### Signal wires by layer

The bar under the picture is 20 um long. Two of the layers only.
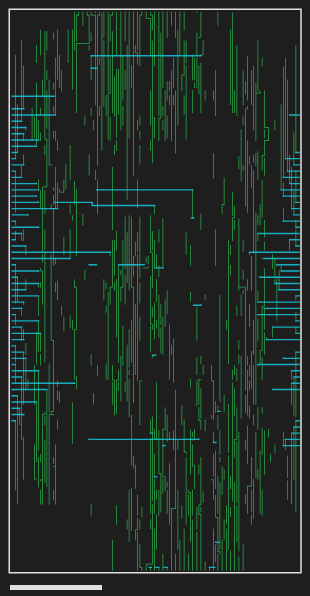
### Cell classes on the final placement

Fill, decap, tap and diode cells in grey.
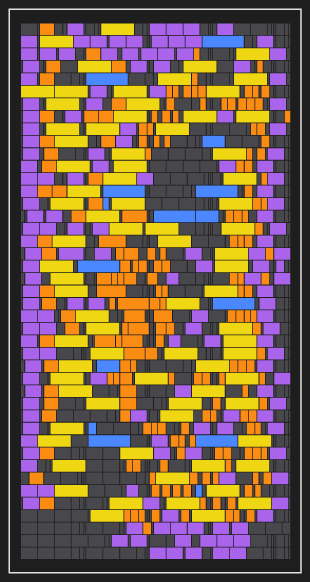
--- src/rtl/csb_pkg.sv ---
// csb_pkg: shared FSM states, timeout read data and payload field offsets for csb_master_bridge
package csb_pkg;
  typedef enum logic [1:0] {IDLE, ISSUE, WAIT_RD, RESP} csb_state_e;
  localparam logic [31:0] CSB_TIMEOUT_DATA = 32'hDEAD_BEEF;
  function automatic int pd_wr_bit(input int l);
    return l + 33;
  endfunction
  function automatic int pd_data_lsb(input int l);
    return l + 1;
  endfunction
  function automatic int pd_width(input int l);
    return l + 34;
  endfunction
endpackage

--- src/rtl/csb_timeout_cnt.sv ---
// csb_timeout_cnt: read-response wait counter, expires when the count reaches LIMIT
module csb_timeout_cnt #(
  parameter int LIMIT = 255
) (
  input  logic clk,
  input  logic rst,
  input  logic clear,
  input  logic enable,
  output logic expire
);
  localparam int W = $clog2(LIMIT + 1) > 8 ? $clog2(LIMIT + 1) : 8;
  logic [W-1:0] cnt;
  always_ff @(posedge clk)
    cnt <= (rst || clear) ? '0 : enable ? cnt + 1'b1 : cnt;
  assign expire = cnt == W'(LIMIT);
endmodule

--- src/rtl/csb_master_bridge.sv ---
// csb_master_bridge: serialises host register accesses into single-outstanding CSB requests.
// Define CSB_TIMEOUT_EN to bound the read-response wait and flag expired reads with host_resp_err.
module csb_master_bridge
  import csb_pkg::*;
#(
  parameter int LOG2_CSR_REG_NUM = 5,
  parameter int TIMEOUT_CYCLES   = 255
) (
  input  logic                             clk,
  input  logic                             rst,
  input  logic                             host_req_vld,
  output logic                             host_req_rdy,
  input  logic                             host_req_wr,
  input  logic [LOG2_CSR_REG_NUM:0]        host_req_addr,
  input  logic [31:0]                      host_req_wdata,
  output logic                             host_resp_vld,
  input  logic                             host_resp_rdy,
  output logic                             host_resp_wr,
  output logic [31:0]                      host_resp_rdata,
  output logic                             host_resp_err,
  output logic                             csb2csr_req_vld,
  input  logic                             csb2csr_req_rdy,
  output logic [LOG2_CSR_REG_NUM+33:0]     csb2csr_req_pd,
  input  logic                             csr2csb_resp_vld,
  input  logic [31:0]                      csr2csb_resp_pd
);
  localparam int WB  = pd_wr_bit(LOG2_CSR_REG_NUM);
  localparam int DL  = pd_data_lsb(LOG2_CSR_REG_NUM);
  localparam int PDW = pd_width(LOG2_CSR_REG_NUM);
  csb_state_e state;
  logic timeout;
  logic [PDW-1:0] pd_next;
  assign pd_next = {host_req_wr, host_req_wr ? host_req_wdata : 32'h0, host_req_addr};
`ifdef CSB_TIMEOUT_EN
  csb_timeout_cnt #(.LIMIT(TIMEOUT_CYCLES)) u_timeout_cnt (
    .clk(clk),
    .rst(rst),
    .clear(state != WAIT_RD),
    .enable(state == WAIT_RD),
    .expire(timeout)
  );
  // a response landing on the limit cycle wins over the timeout
  always_ff @(posedge clk)
    if (rst) host_resp_err <= 1'b0;
    else if (state == ISSUE && csb2csr_req_rdy && csb2csr_req_pd[WB]) host_resp_err <= 1'b0;
    else if (state == WAIT_RD && (csr2csb_resp_vld || timeout)) host_resp_err <= !csr2csb_resp_vld;
`else
  assign timeout = 1'b0;
  assign host_resp_err = 1'b0;
`endif
  always_ff @(posedge clk) begin
    if (rst) begin
      state           <= IDLE;
      host_req_rdy    <= 1'b0;
      csb2csr_req_vld <= 1'b0;
      csb2csr_req_pd  <= '0;
      host_resp_vld   <= 1'b0;
      host_resp_wr    <= 1'b0;
      host_resp_rdata <= '0;
    end else begin
      case (state)
        IDLE:
          if (host_req_vld && host_req_rdy) begin
            state           <= ISSUE;
            host_req_rdy    <= 1'b0;
            csb2csr_req_vld <= 1'b1;
            csb2csr_req_pd  <= pd_next;
          end else begin
            host_req_rdy <= 1'b1;
          end
        ISSUE:
          if (csb2csr_req_rdy) begin
            csb2csr_req_vld <= 1'b0;
            host_resp_wr    <= csb2csr_req_pd[WB];
            if (csb2csr_req_pd[WB]) begin
              state           <= RESP;
              host_resp_vld   <= 1'b1;
              host_resp_rdata <= '0;
            end else begin
              state <= WAIT_RD;
            end
          end
        WAIT_RD:
          if (csr2csb_resp_vld || timeout) begin
            state           <= RESP;
            host_resp_vld   <= 1'b1;
            host_resp_rdata <= csr2csb_resp_vld ? csr2csb_resp_pd : CSB_TIMEOUT_DATA;
          end
        RESP:
          if (host_resp_rdy) begin
            state         <= IDLE;
            host_resp_vld <= 1'b0;
            host_req_rdy  <= 1'b1;
          end
        default: state <= IDLE;
      endcase
    end
  end
  logic unused_pd_lsb;
  assign unused_pd_lsb = ^csb2csr_req_pd[DL-1:0];
endmodule

--- config.mk ---
export PLATFORM = sky130hd
export DESIGN_NAME = csb_master_bridge
export DESIGN_NICKNAME = d
export VERILOG_FILES = /design/src/rtl/csb_pkg.sv /design/src/rtl/csb_timeout_cnt.sv /design/src/rtl/csb_master_bridge.sv
export SDC_FILE = /design/constraint.sdc
export NUM_CORES = 1
export LEC_CHECK = 0
export CAP_MARGIN = 30
export CORE_ASPECT_RATIO = 2
export CORE_MARGIN = 2
export CORE_UTILIZATION = 40
export DETAILED_ROUTE_END_ITERATION = 8
export PLACE_DENSITY = 0.79
export SETUP_SLACK_MARGIN = 0.5
export SLEW_MARGIN = 30
export SYNTH_ARGS = -nofsm -noshare
export SYNTH_HDL_FRONTEND = slang
export SYNTH_SLANG_ARGS = --single-unit
--- constraint.sdc ---
create_clock -name clk -period 5.65 [get_ports clk]
set_clock_uncertainty 0.15 [all_clocks]
set_input_delay 0.8475 -clock clk [delete_from_list [all_inputs] [get_ports clk]]
set_output_delay 0.8475 -clock clk [all_outputs]
set_load 0.02 [all_outputs]
==> summary.json <==
{
  "critPathArrivalTime_ns": 1.47,
  "flop_area_um2": 1540,
  "initial_core_util_pct": 40.8,
  "cts_max_level": 3,
  "startpoint_type": "flip-flop",
  "cpMaxStageDelayCell": "sky130_fd_sc_hd__clkdlybuf4s50_1",
  "chip_area_from_the_yosys_synthesis_statistics_um2": 2810,
  "design.final.nets": 516,
  "max-vdd-ir-drop_v": 0.000250,
  "post_synth.cell_area_avg_um2": 9.59,
  "grt_start_max_net_pins": 46,
  "num_antenna_cells": 0,
  "numClockSinks": 77,
  "status": "complete, no violations",
  "setup_viol": 0,
  "ys_seq_elements": 77,
  "synth.area.mux_share_pct": 1.11,
  "enable_flop_cells": 0,
  "post-place-cells": 513,
  "cts_resized": 0,
  "critPathMaxFanout": 5,
  "final_area_um2": 4600,
  "hold_violations": 0,
  "clockRootBuffer": "sky130_fd_sc_hd__clkbuf_16"
}
## Picture notes: 'Signal wires by layer'
[met3] cyan | wire length: 489 um
[met2] green | wire length: 3,980 um

## Picture notes: 'Cell classes on the final placement'
[flip-flops] yellow | cells: 77 | share of their area: 34%
[all other logic] orange | cells: 191 | share of their area: 25%
[clock drivers and dummy loads] blue | cells: 15 | share of their area: 6.2%
[other buffers and delay cells] purple | cells: 155 | share of their area: 34%

-- through the flow --
stage	power [uW]	hold slack, ns
2_1_floorplan	919	0.325
3_3_place_gp	1090	0.288
3_5_place_dp	1100	0.294
4_1_cts	1640	0.302
5_1_grt	1700	0.320
6_report	1610	0.300
-- layer usage --
metal  up-vias  part of all wire [%]  global-route usage [%]
met5         -                     0                       0
met4         0                   3.5                    10.9
met3        20                   6.4                    5.50
met2       121                    52                    36.3
met1      1169                    38                    21.2
li1       1302                     -                       -
-- power breakdown --
part           total (uW)  internal (uW)  switching, uW  leakage, uW
Sequential            633            598           35.6     0.000623
Combinational         456            213            244     0.000898
Clock                 526            330            196     0.000139
-- worst paths after layout --
path,startpoint,to,slack (ns),cells past startpoint
setup / recovery,csb2csr_req_pd[38]$_SDFFE_PP0P_,csb2csr_req_pd[38],3.18,1
hold / removal,csb2csr_req_pd[8]$_SDFFE_PP0P_,csb2csr_req_pd[8]$_SDFFE_PP0P_,0.30,2
setup reg to reg,state[1]$_SDFFE_PP0P_,host_resp_rdata[13]$_SDFFE_PP0P_,3.58,6
hold reg to reg,csb2csr_req_pd[8]$_SDFFE_PP0P_,csb2csr_req_pd[8]$_SDFFE_PP0P_,0.30,2
-- cells in the final DEF, fill, tap and decap left out, drive strengths merged, types with 4 or more instances in the layout --
cell,instances
clkbuf,14
nand2,52
ha,5
inv,4
a21oi,42
dfxtp,77
buf,5
nand3,34
clkdlybuf4s50,150
a22o,32
-- kinds of logic (layout without fill, tap and decap cells) --
| logic type | count (synthesis) | count (layout) |
|---|---|---|
| AND-OR/OR-AND | 82 | 82 |
| adder cells (fa/ha/maj) | 5 | 5 |
| buffers and inverters | 29 | 174 |
| flip-flops | 77 | 77 |
| multiplexers | 3 | 3 |
| other | 1 | 1 |
| AND/OR/NAND/NOR | 96 | 96 |
-- worst register-to-register path: stages, from the launching register on --
cell	delay [ns]
sky130_fd_sc_hd__dfxtp_1	0.40
sky130_fd_sc_hd__inv_1	0.10
sky130_fd_sc_hd__ha_1	0.27
sky130_fd_sc_hd__a21boi_4	0.19
sky130_fd_sc_hd__nor3_4	0.51
sky130_fd_sc_hd__buf_8	0.24
sky130_fd_sc_hd__a22o_1	0.17
-- state kept, by name, indices dropped and copies added (netlist names) --
register         flops
csb2csr_req_vld      1
host_resp_rdata     32
host_resp_vld        1
host_resp_wr         1
csb2csr_req_pd      39
state                2
host_req_rdy         1
-- cell type report --
cell class	count	area share (%)
flip-flops and latches	77	33.5
repair buffers	155	33.5
clock inverters	1	0.109
inverters	4	0.326
well taps	90	2.45
multi-input cells	187	24.1
clock buffers	14	5.95
Power is estimated from default activity; no workload was simulated.
